Design sequenciador_rega, sky130hd; sources not shown.
==> images/layer_met3.png <==
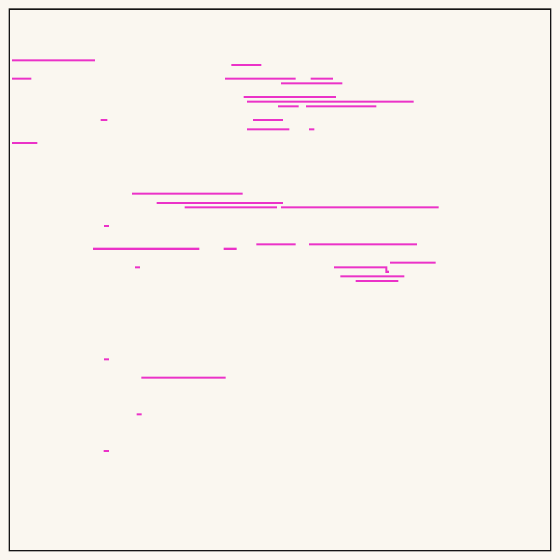
The wires run mostly horizontal. The layer carries 258 um of wire. The layer holds 4.5% of the routed length. 23 nets have wire on it.
met3 track utilization from global routing: 4.41%
final wirelength: 5790 um
detailed-route via count: 2216

==> images/layer_met2.png <==
Scale bar: 20 um.
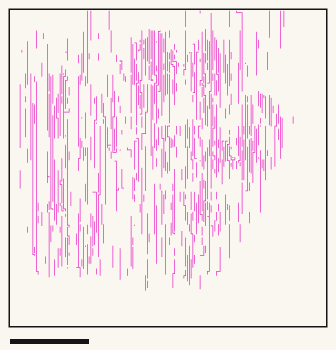
The layer carries 2720 um of wire. The layer holds 47% of the routed length. The wires run mostly vertical. 266 nets have wire on it. The longest straight run is 47.9 um.
GR Util met2: 31.5%

==> images/wires.png <==
Scale bar: 20 um. Only two layers are drawn.
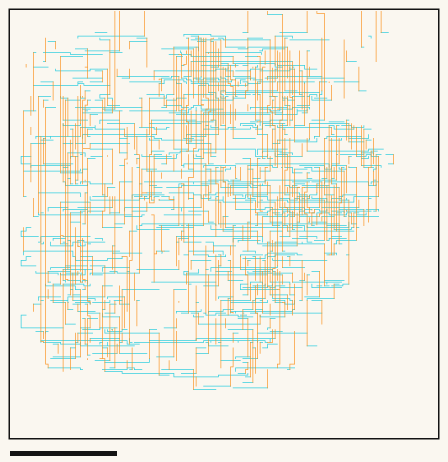
Cyan is metal 1, wire length 2700 um. Orange is metal 2, wire length 2720 um.
Global Route Usage Sum: 20.3%
WL/cell: 15.0 um

==> images/power_grid.png <==
Scale bar: 20 um. Pins as bars on the die edge.
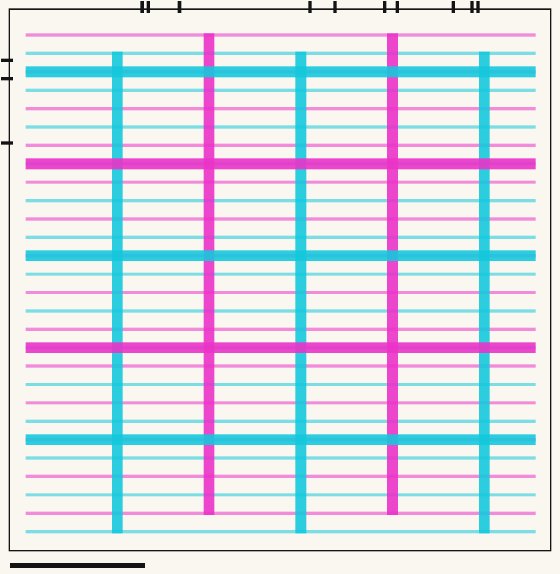
Magenta is VDD. Cyan is VSS.
5 straps on met5. 13 signal pins sit on the boundary. The core has 27 rows. 5 straps on met4. 28 met1 rails follow the rows.
Die Span Y: 79.9 um
Worst IR Drop VDD: 364 uV
width of the die: 79.9 um
core region area: 5540 um^2

==> flow_metrics.env <==
# implementation run metrics
export IMPL_layout_cell_area_non_filler_um2=3110
export IMPL_chipArea_um2=6380
export IMPL_first_global_vias=2224
export IMPL_synth_yosys_chip_area_um2=2880
export IMPL_share_of_async_settable_or_async_resettable_flops_after_synthesis_pct=100
export IMPL_timing_critical_path_mode_cell="ha_1"
export IMPL_detailed_place_hpwl_um=3990
export IMPL_worst_slew_pin_slew_ps=959
export IMPL_regToRegSetupSlack_ps=400
export IMPL_cts_resized=0
export IMPL_maxClockFrequency_ghz=0.263
export IMPL_yosys_cells=315
export IMPL_timing_critical_path_arrival_ps=3920
export IMPL_edf_count=0
export IMPL_detailedRoute_firstIterationViolations=166
export IMPL_post_dp_cell_area_um2=3000
export IMPL_timing_final_setup_violations=0
export IMPL_period_minus_slack_ps=3800
export IMPL_holdBufCountCts=0
export IMPL_floorplan_nets=325
export IMPL_result_of_the_run="finished, final reports clean"
export IMPL_layout_drive_gt1_share_pct=9.84
export IMPL_yosysUniqueCellTypes=58
export IMPL_fp_util_pct=51.9
export IMPL_power_density_nw_per_um2=324
export IMPL_globalRouteOverflowTotal=0
export IMPL_cts_htree_levels=2
export IMPL_hold_path_class="reg -> reg"
export IMPL_gpl_final_weighted_congestion=0.894
export IMPL_ctsLongestPathBuffers=2
export IMPL_seqCellArea_um2=1200
export IMPL_hold_worst_slack_ps=259
export IMPL_ant_nets=0
export IMPL_sum_of_internal_switching_and_leakage_power_mw=1.01
export IMPL_dp_cells=379
export IMPL_critical_path_class="reg -> reg"
export IMPL_ff_type="dfrtp_1"
export IMPL_n_antenna_cell=0
export IMPL_synth_yosys_seq_area_share_pct=41.7
export IMPL_cp_num_buf_inv=1
export IMPL_slew_violations=0
export IMPL_grt_max_degree=49
export IMPL_drt_pass1_iter_count=4
export IMPL_clock_sink_count=48
export IMPL_finalWorstSetupSlack_ps=402
export IMPL_io_buffers=12
export IMPL_startpoint_type="flop"
export IMPL_num_nets_final=324
export IMPL_slew_limit_headroom_pct=36.0
export IMPL_crit_path_cell_chain="ha_1 -> and3_1 -> and4_1 -> ha_1 -> ha_1 -> nand2_1 -> nor4_2 -> or4_1 -> a211oi_2 -> a21bo_2 -> o32ai_4 -> o32ai_4 -> buf_4 -> nor3_1"
export IMPL_synth_cells=315
export IMPL_warning_count=27
export IMPL_yosys_warnings=0
export IMPL_layout_filler_cells=500
export IMPL_critical_path_required_ps=4320
export IMPL_detail_route_drc_violations=0
export IMPL_hold_path_depth=0
export IMPL_pin_count=13
export IMPL_final_instance_count_excl_fill=387
export IMPL_clk_latency_ps=310
export IMPL_critPathTopFamily="simple AND/OR/NAND/NOR gates"
export IMPL_global_route_wire_length_before_repair_um=10300
export IMPL_synth_area_um2=2880
export IMPL_grt_setup_unrepaired="false"
export IMPL_clock_pin_slew_of_the_registers_on_the_worst_case_setup_and_hold_paths_ps=90
export IMPL_final_comb_area_um2=1510
export IMPL_place_worst_setup_slack_ps=391
export IMPL_ff2ff_path_depth=14
export IMPL_grt_antenna_before_repair=0
export IMPL_cts_setup_buffers=0
export IMPL_power_leakage_nw=1.32
## layout make-up
class / instances / area share, %
inverter: 11 / 1.33
tap: 72 / 2.90
clock buffer: 5 / 2.21
timing repair buffer: 16 / 4.83
multi-input combinational: 232 / 48.7
clock inverter: 3 / 1.49
sequential: 48 / 38.6
## report_power, final
part           leakage [nW]  internal [mW]  switching [mW]
sequential            0.631          0.506          0.0465
clock                0.0548          0.179           0.164
combinational         0.636         0.0601          0.0527
## placed cells by master, fill, tap and decap left out, drive strengths merged, types with 4 or more instances in the layout
cell	Yosys	layout
and3	11	11
xor2	13	13
clkdlybuf4s50	0	12
nor3	14	14
inv	11	12
dfrtp	48	48
nand3	21	21
xnor2	20	20
a21oi	12	12
clkbuf	10	5
nand4	7	7
ha	4	4
nand2b	4	4
buf	14	4
nor2	39	39
nor4	6	6
nand2	26	26
o32ai	4	4
o21ai	10	10
## synth_stat cells (all sizes together), types with 6 or more instances
cell    number  area, um^2
clkbuf      10        38.8
dfrtp       48        1200
xnor2       20         175
nand2       26         100
nand3       21         110
buf         14        82.6
inv         11        41.3
nor2        39         146
a21oi       12        60.1
nor3        14         105
o21ai       10        50.1
xor2        13         114
nor4         6        43.8
nand4        7        50.1
and3        11        68.8
## per-layer routing
metal  track usage [%]  part of all wire [%]
met1              28.1                    47
met2              31.5                    47
met3              4.41                   4.5
met4              7.29                   1.8
met5                 0                     0
## cells by family (layout without fill, tap and decap cells)
family / after synthesis / in the layout / share of synthesized area [%]
xor gates and xnor gates: 33 / 33 / 10.0
adders and majority gates: 4 / 4 / 1.74
DFF: 48 / 48 / 41.7
and+or+nand+nor: 142 / 142 / 26.3
buffers and inverters: 35 / 35 / 5.65
muxes: 4 / 4 / 1.43
AOI/OAI and AO/OA: 49 / 49 / 13.1
Power figures rest on the tool's default switching activity, not on a simulated workload.
